## config.mk

```make
export PLATFORM = sky130hd
export DESIGN_NAME = arb8way16
export DESIGN_NICKNAME = d
export VERILOG_FILES = /design/src/rtl/arb8way16.sv
export SDC_FILE = /design/constraint.sdc
export NUM_CORES = 1
export LEC_CHECK = 0
export ABC_AREA = 1
export ABC_CLOCK_PERIOD_IN_PS = 3250
export CAP_MARGIN = 20
export CORE_MARGIN = 8
export CORE_UTILIZATION = 40
export CTS_CLUSTER_SIZE = 16
export DETAILED_ROUTE_END_ITERATION = 7
export HOLD_SLACK_MARGIN = 0.03
export PLACE_DENSITY = 0.84
export SYNTH_ARGS = -nofsm -noshare
export SYNTH_HDL_FRONTEND = slang
export SYNTH_SLANG_ARGS = --single-unit
```

## constraint.sdc

```tcl
create_clock -name clk -period 3.25 [get_ports clk]
set_input_delay 0.4875 -clock clk [delete_from_list [all_inputs] [get_ports clk]]
set_output_delay 0.4875 -clock clk [all_outputs]
set_load 0.05 [all_outputs]
```

## src/rtl/arb8way16.sv

```systemverilog
// arb8way16: round-robin arbiter/sequencer in front of a shared 8-way 16-bit word mux.
// Define ARB8WAY16_FIXED_PRIO_EN for fixed lowest-index-first priority instead of round-robin.
module arb8way16 #(
  parameter int MAX_BURST = 4,
  parameter int DATA_W    = 16
) (
  input  logic                clk,
  input  logic                reset,
  input  logic [7:0]          req,
  input  logic [8*DATA_W-1:0] in_data,
  input  logic                out_ready,
  output logic                out_valid,
  output logic [DATA_W-1:0]   out_data,
  output logic [2:0]          out_sel,
  output logic [7:0]          grant,
  output logic                busy
);

  typedef enum logic {
    IDLE  = 1'b0,
    GRANT = 1'b1
  } state_t;

  state_t     state_q, state_d;
  logic [2:0] sel_q, sel_d;
  logic [7:0] grant_q, grant_d;
  logic [3:0] cnt_q, cnt_d;
  logic [2:0] search_start;
  logic [3:0] pick;
  logic       pick_found;
  logic [2:0] pick_idx;
  logic       xfer;
  logic       burst_end;
  logic       grant_end;

  // Returns {found, index} of the first asserted request at or after start, wrapping mod 8.
  function automatic logic [3:0] rr_pick(input logic [7:0] r, input logic [2:0] start);
    logic       found;
    logic [2:0] idx;
    logic [2:0] cand;
    found = 1'b0;
    idx   = 3'd0;
    for (int k = 0; k < 8; k++) begin
      cand = start + 3'(k);
      if (!found && r[cand]) begin
        found = 1'b1;
        idx   = cand;
      end
    end
    return {found, idx};
  endfunction

`ifdef ARB8WAY16_FIXED_PRIO_EN
  assign search_start = 3'd0;
`else
  logic [2:0] last_q, last_d;

  assign search_start = last_q + 3'd1;
`endif

  assign pick       = rr_pick(req, search_start);
  assign pick_found = pick[3];
  assign pick_idx   = pick[2:0];

  // Output side is combinational off the registered select so a grant is usable the cycle it appears.
  assign out_valid = (state_q == GRANT) && req[sel_q];
  assign out_data  = in_data[sel_q*DATA_W +: DATA_W];
  assign out_sel   = sel_q;
  assign grant     = grant_q;
  assign busy      = (state_q == GRANT);

  assign xfer      = out_valid && out_ready;
  assign burst_end = xfer && (cnt_q == 4'(MAX_BURST - 1));
  assign grant_end = burst_end || !req[sel_q];

  always_comb begin
    state_d = state_q;
    sel_d   = sel_q;
    grant_d = grant_q;
    cnt_d   = cnt_q;
`ifndef ARB8WAY16_FIXED_PRIO_EN
    last_d  = last_q;
`endif
    unique case (state_q)
      IDLE: begin
        if (pick_found) begin
          state_d = GRANT;
          sel_d   = pick_idx;
          grant_d = 8'b1 << pick_idx;
          cnt_d   = 4'd0;
`ifndef ARB8WAY16_FIXED_PRIO_EN
          last_d  = pick_idx;
`endif
        end
      end
      GRANT: begin
        // At end of grant the next holder is loaded directly, so there is no idle bubble.
        if (grant_end) begin
          if (pick_found) begin
            sel_d   = pick_idx;
            grant_d = 8'b1 << pick_idx;
            cnt_d   = 4'd0;
`ifndef ARB8WAY16_FIXED_PRIO_EN
            last_d  = pick_idx;
`endif
          end else begin
            state_d = IDLE;
            grant_d = 8'd0;
            cnt_d   = 4'd0;
          end
        end else if (xfer) begin
          cnt_d = cnt_q + 4'd1;
        end
      end
      default: begin
        state_d = IDLE;
        grant_d = 8'd0;
        cnt_d   = 4'd0;
      end
    endcase
  end

  always_ff @(posedge clk or posedge reset) begin
    if (reset) begin
      state_q <= IDLE;
      sel_q   <= 3'd0;
      grant_q <= 8'd0;
      cnt_q   <= 4'd0;
    end else begin
      state_q <= state_d;
      sel_q   <= sel_d;
      grant_q <= grant_d;
      cnt_q   <= cnt_d;
    end
  end

`ifndef ARB8WAY16_FIXED_PRIO_EN
  // Reset to 7 so the first search after reset begins at requester 0.
  always_ff @(posedge clk or posedge reset) begin
    if (reset) begin
      last_q <= 3'd7;
    end else begin
      last_q <= last_d;
    end
  end
`endif

endmodule
```

==> results.py, run 1 <==
# Physical implementation metrics
metrics = {
    "floorplanning": {
        "coreArea_um2": 7210,
        "num_rows": 31,
    },
    "global_route": {
        "overflow": 0,
        "grt_use_total_pct": 24.3,
        "grt_first_pass_wirelength_um": 20200,
        "grt_pass1_vias": 4257,
    },
    "min_path": {
        "min_to": "grant[5]$_DFFE_PP0P_",
    },
    "sta": {
        "finalSetupViolations": 0,
        "worst_pin_slew_ns": 0.746,
    },
    "setup_path": {
        "end_kind": "register",
        "crit_path_start_kind": "register",
        "arrival_ns": 3.13,
        "required_ns": 3.40,
    },
    "yosys": {
        "synthesis.area_um2": 2960,
        "ys_cells": 545,
        "synth.distinct_cells": 35,
    },
    "cts": {
        "cts_htree_levels": 1,
        "clk_pin_slew_worst_paths_ns": 0.07,
    },
    "final_layout": {
        "fin_cells": 794,
    },
    "run_status": {
        "status": "completed",
    },
    "pwr": {
        "power_leakage_nw": 2.24,
    },
}
==> run 1: per-layer routing <==
layer  vias to the layer above  routed length [µm]  global-route usage [%]
met5                         -                   0                       0
met4                         0                 525                    10.5
met3                        29                1120                    8.24
met2                       162                6580                    45.1
met1                      1945                4680                    23.9
li1                       2080                   -                       -
==> run 1: how the worst max path moves through the flow <==
stage / startpoint / to / slack (ns) / cells after the start
2_1_floorplan: out_sel[0]$_DFFE_PP0P_ / out_data[2] / 0.35 / 7
3_3_place_gp: last_q[0]$_DFFE_PP1P_ / grant[7]$_DFFE_PP0P_ / 0.27 / 19
3_5_place_dp: last_q[0]$_DFFE_PP1P_ / grant[7]$_DFFE_PP0P_ / 0.17 / 19
4_1_cts: last_q[0]$_DFFE_PP1P_ / grant[7]$_DFFE_PP0P_ / 0.15 / 19
5_1_grt: last_q[0]$_DFFE_PP1P_ / last_q[0]$_DFFE_PP1P_ / 0.02 / 18
6_report: last_q[0]$_DFFE_PP1P_ / grant[0]$_DFFE_PP0P_ / 0.27 / 19
==> run 1: cell families (layout without fill, tap and decap cells) <==
group / after synthesis / in the layout / share of synthesized area (%)
simple gates: 321 / 321 / 47.4
flops: 19 / 19 / 16.2
fa+ha+maj: 3 / 3 / 1.27
compound gates: 126 / 126 / 24.0
buf+inv: 74 / 224 / 10.5
xor+xnor: 2 / 2 / 0.593
==> run 1: synthesized netlist by cell type, types with 2 or more instances <==
cell	n
o21ai_4	2
clkbuf_1	21
a31oi_1	16
buf_4	2
dfstp_2	3
nand2_1	131
inv_1	37
dfrtp_1	16
inv_2	6
nand2_4	2
xor2_1	2
o21ai_1	5
a21oi_2	3
o22ai_1	16
buf_6	2
a21oi_1	6
nor2_1	129
buf_1	2
ha_1	3
nand3_1	26
nand2_2	13
o21ai_0	76
nand4_1	9
nand3_2	6
==> run 1: worst max-delay path: cells and delay by family (launching register included) <==
family / cells / cell delay [ns]
buf+inv: 2 / 0.22
flops: 1 / 0.57
fa+ha+maj: 1 / 0.49
simple gates: 16 / 1.57
==> run 1: cell usage in the layout, fill, tap and decap left out, drive strengths merged <==
cell type	synthesis	layout
o21ai	84	84
dfrtp	16	16
or2	1	1
xor2	2	2
ha	3	3
a21oi	9	9
o31ai	1	1
clkbuf	21	4
nor2	131	131
nand4	10	10
o22ai	16	16
clkinv	1	1
inv	45	45
a31oi	16	16
clkdlybuf4s50	0	150
buf	7	24
nand2	146	146
nand3	33	33
dfstp	3	3
==> run 1: power groups by stage <==
stage	sequential, mW	clock, mW	combinational [mW]
after floorplan	0.554	0	3.77
after global placement	0.470	0	5.72
after detailed placement	0.472	0	5.80
after CTS	0.468	0.164	5.83
after global routing	0.480	0.174	6.35
final	0.469	0.166	5.83
==> run 1: registers in the layout, indices dropped and copies added (netlist names) <==
register  flops
out_sel       3
busy          1
last_q        3
cnt_q         4
grant         8
==> run 1: cell type report <==
cell class	count	area (µm²)	share of cell area, %
inverter	46	180	3.68
clock buffer	4	45.0	0.920
sequential	19	480	9.82
multi-input combinational	452	2170	44.4
timing repair buffer	174	1890	38.7
tap	99	124	2.53
==> run 1: repair_timing <==
item	in CTS	in global routing
resized	0	1
endpoints found under the setup margin	0	18
endpoints found under the hold margin	0	0
Run 1, clock routing:
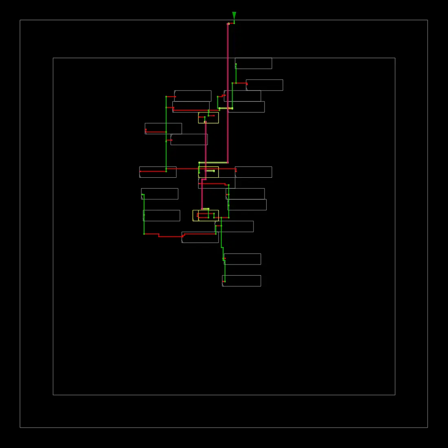
clk_skew: 0.00522 ns
Clock group: 166 µW
# clk buffers: 4

Run 1, close-up of the layout:
Region (66, 66) to (86, 86) µm. Cells in gray, sequential cells in the stronger gray; small squares are vias.
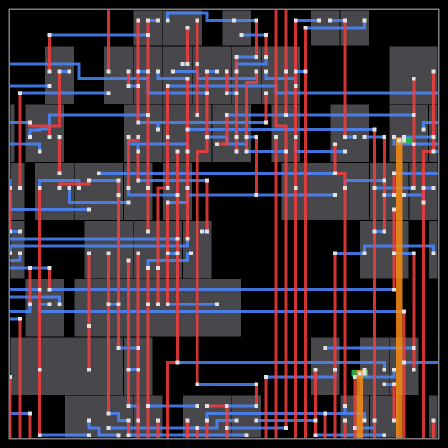
legend:
  blue:
    layer: M1
  red:
    layer: M2
  orange:
    layer: M4
  green:
    layer: M3
cells with their middle in the window: 43
sequential cells in the window: 0
most frequent: nand2_1 (12), nand3_1 (7), nor2_1 (5)

Run 1, the metal 2 layer:
(4 px per µm) Cells faint in the background.
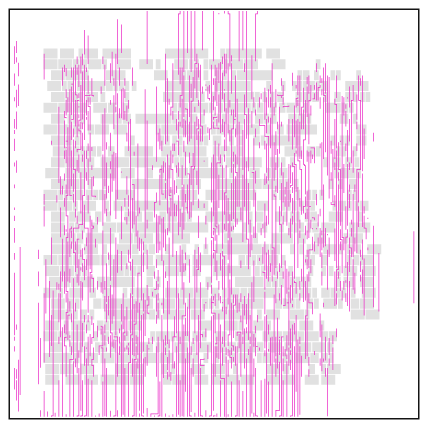
share of all routed wire: 51%
nets with wire on the layer: 700
main direction: vertical
longest straight run: 46.1 µm
wire length on this layer: 6580 µm
routed wire length: 12900 µm
DR vias: 4216
GR Util met2: 45.1%

Run 1, routed metal, one color a layer:
(6 px per µm) Only two layers are drawn.
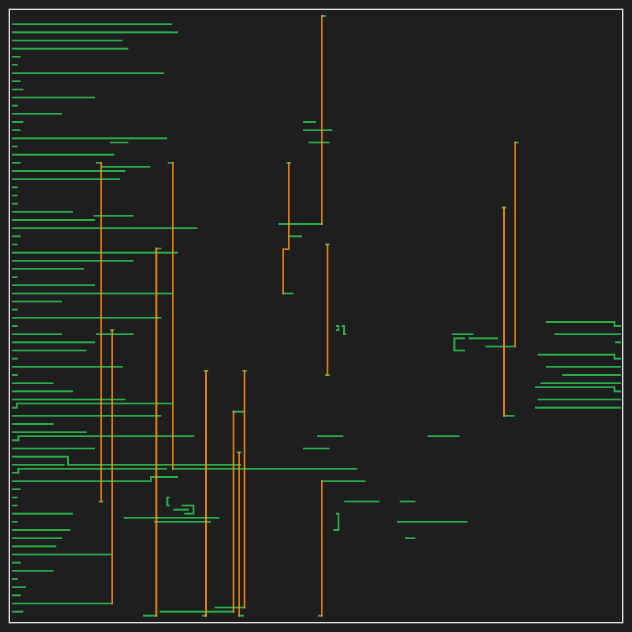

==> run 1 -> run 2 <==
CELL_PAD_IN_SITES_DETAIL_PLACEMENT = 2   (was default)
CELL_PAD_IN_SITES_GLOBAL_PLACEMENT = 2   (was default)
CORE_UTILIZATION = 18   (was 40)
SLEW_MARGIN = 20   (was default)
Run 2, routed metal, one color a layer:
(4 px per µm) Only two layers are drawn.
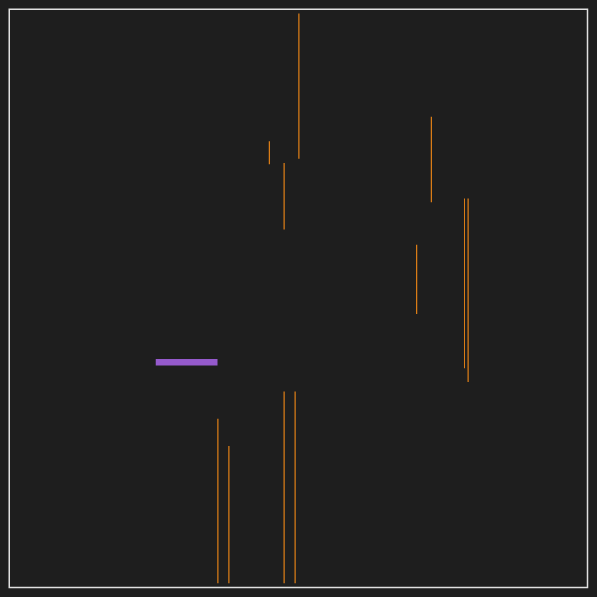
legend:
  purple:
    layer: M5
    wire_length: 13.8 µm
  orange:
    layer: M4
    wire_length: 354 µm

==> results.py, run 2 <==
# Physical implementation metrics
metrics = {
    "yosys": {
        "synth.distinct_cells": 35,
        "synthesis.area_um2": 2960,
        "ys_area_um2": 2960,
        "top_cell": "nand2_1",
        "ys_top_cells_by_count": "131 x nand2_1, 129 x nor2_1, 76 x o21ai_0",
    },
    "drt": {
        "vias": 4286,
        "wl_um": 16500,
    },
    "setup_path": {
        "end_kind": "register",
        "crit_path_start_kind": "register",
    },
    "final_layout": {
        "final_common_cell": "clkdlybuf4s50_1",
        "fin_cells": 915,
    },
    "global_route": {
        "grt_first_pass_wirelength_um": 25900,
        "grt_pass1_vias": 4895,
        "grt_use_total_pct": 15.9,
    },
    "pwr": {
        "power_leakage_nw": 2.26,
    },
    "sta": {
        "finalSetupViolations": 0,
        "worst_pin_slew_ns": 0.778,
        "finClkSkew_ns": 0.00339,
    },
    "cts": {
        "clk_pin_slew_worst_paths_ns": 0.05,
        "cts_htree_levels": 1,
    },
    "floorplanning": {
        "coreArea_um2": 16300,
        "num_rows": 47,
    },
    "place": {
        "hpwl_um": 13900,
        "io_buffer_count": 167,
    },
    "run_status": {
        "status": "completed",
    },
}
## run 2: repair_timing
| action | 4_1_cts | 5_1_grt |
|---|---|---|
| endpoints found under the setup margin | 0 | 18 |
| gates resized | 0 | 2 |
| hold buffers | 0 | 0 |
| endpoints found under the hold margin | 0 | 0 |
## run 2: worst paths after layout
kind                                       start                      to  slack (ns)
setup / recovery           last_q[0]$_DFFE_PP1P_    grant[4]$_DFFE_PP0P_        0.26
hold / removal              grant[1]$_DFFE_PP0P_    grant[1]$_DFFE_PP0P_        0.49
setup reg to reg           last_q[0]$_DFFE_PP1P_    grant[4]$_DFFE_PP0P_        0.26
hold reg to reg             grant[1]$_DFFE_PP0P_    grant[1]$_DFFE_PP0P_        0.49
max in group asynchronous                  reset  out_sel[0]$_DFFE_PP0P_        2.03
min in group asynchronous                  reset    grant[3]$_DFFE_PP0P_        0.68
## run 2: metal layers
| metal | vias up | track usage (%) | wire, µm |
|---|---|---|---|
| met5 | - | 0 | 13 |
| met4 | 2 | 3.94 | 353 |
| met3 | 24 | 5.28 | 1350 |
| met2 | 120 | 30.3 | 8650 |
| met1 | 2055 | 16.1 | 6180 |
| li1 | 2085 | - | - |
## run 2: logic make-up (layout without fill, tap and decap cells)
kind of cell / Yosys count / after routing / share of synthesized area [%]
XOR/XNOR: 2 / 2 / 0.593
AND/OR/NAND/NOR: 321 / 321 / 47.4
AND-OR/OR-AND: 126 / 126 / 24.0
buffers and inverters: 74 / 224 / 10.5
flip-flops: 19 / 19 / 16.2
adder cells (fa/ha/maj): 3 / 3 / 1.27
## run 2: critical path, stage by stage, from the launching register on
cell,delay [ns]
dfstp_2,0.56
buf_4,0.24
ha_1,0.23
inv_1,0.08
nand2_1,0.07
nand2_1,0.14
nand2_1,0.09
nand2_1,0.11
nand2_1,0.12
nand2_2,0.08
nor2_4,0.16
nand2_1,0.10
o21ai_0,0.23
nand3_1,0.13
nand2_1,0.13
nand2_1,0.13
nor2_1,0.19
nand2_1,0.09
nand2_1,0.06
## run 2: power breakdown
| group | switching (mW) | internal (mW) | leakage, nW |
|---|---|---|---|
| clock network | 0.0882 | 0.167 | 0.0382 |
| registers | 0.0918 | 0.354 | 0.237 |
| logic | 4.04 | 2.09 | 1.99 |
## run 2: cell type report
class                           count  area, µm²
Fill cell                        2010      11200
Multi-Input combinational cell    452       2180
Timing Repair Buffer              174       1920
Sequential cell                    19        480
Tap cell                          220        275
Inverter                           46        180
Clock buffer                        4       78.8
## run 2: stage by stage
stage	hold WS (ns)	total power [mW]
floorplan	0.436	4.33
global placement	0.475	6.36
global route	0.525	7.46
detailed placement	0.479	6.60
finish	0.489	6.84
CTS	0.493	6.92
Power is estimated from default activity; no workload was simulated.
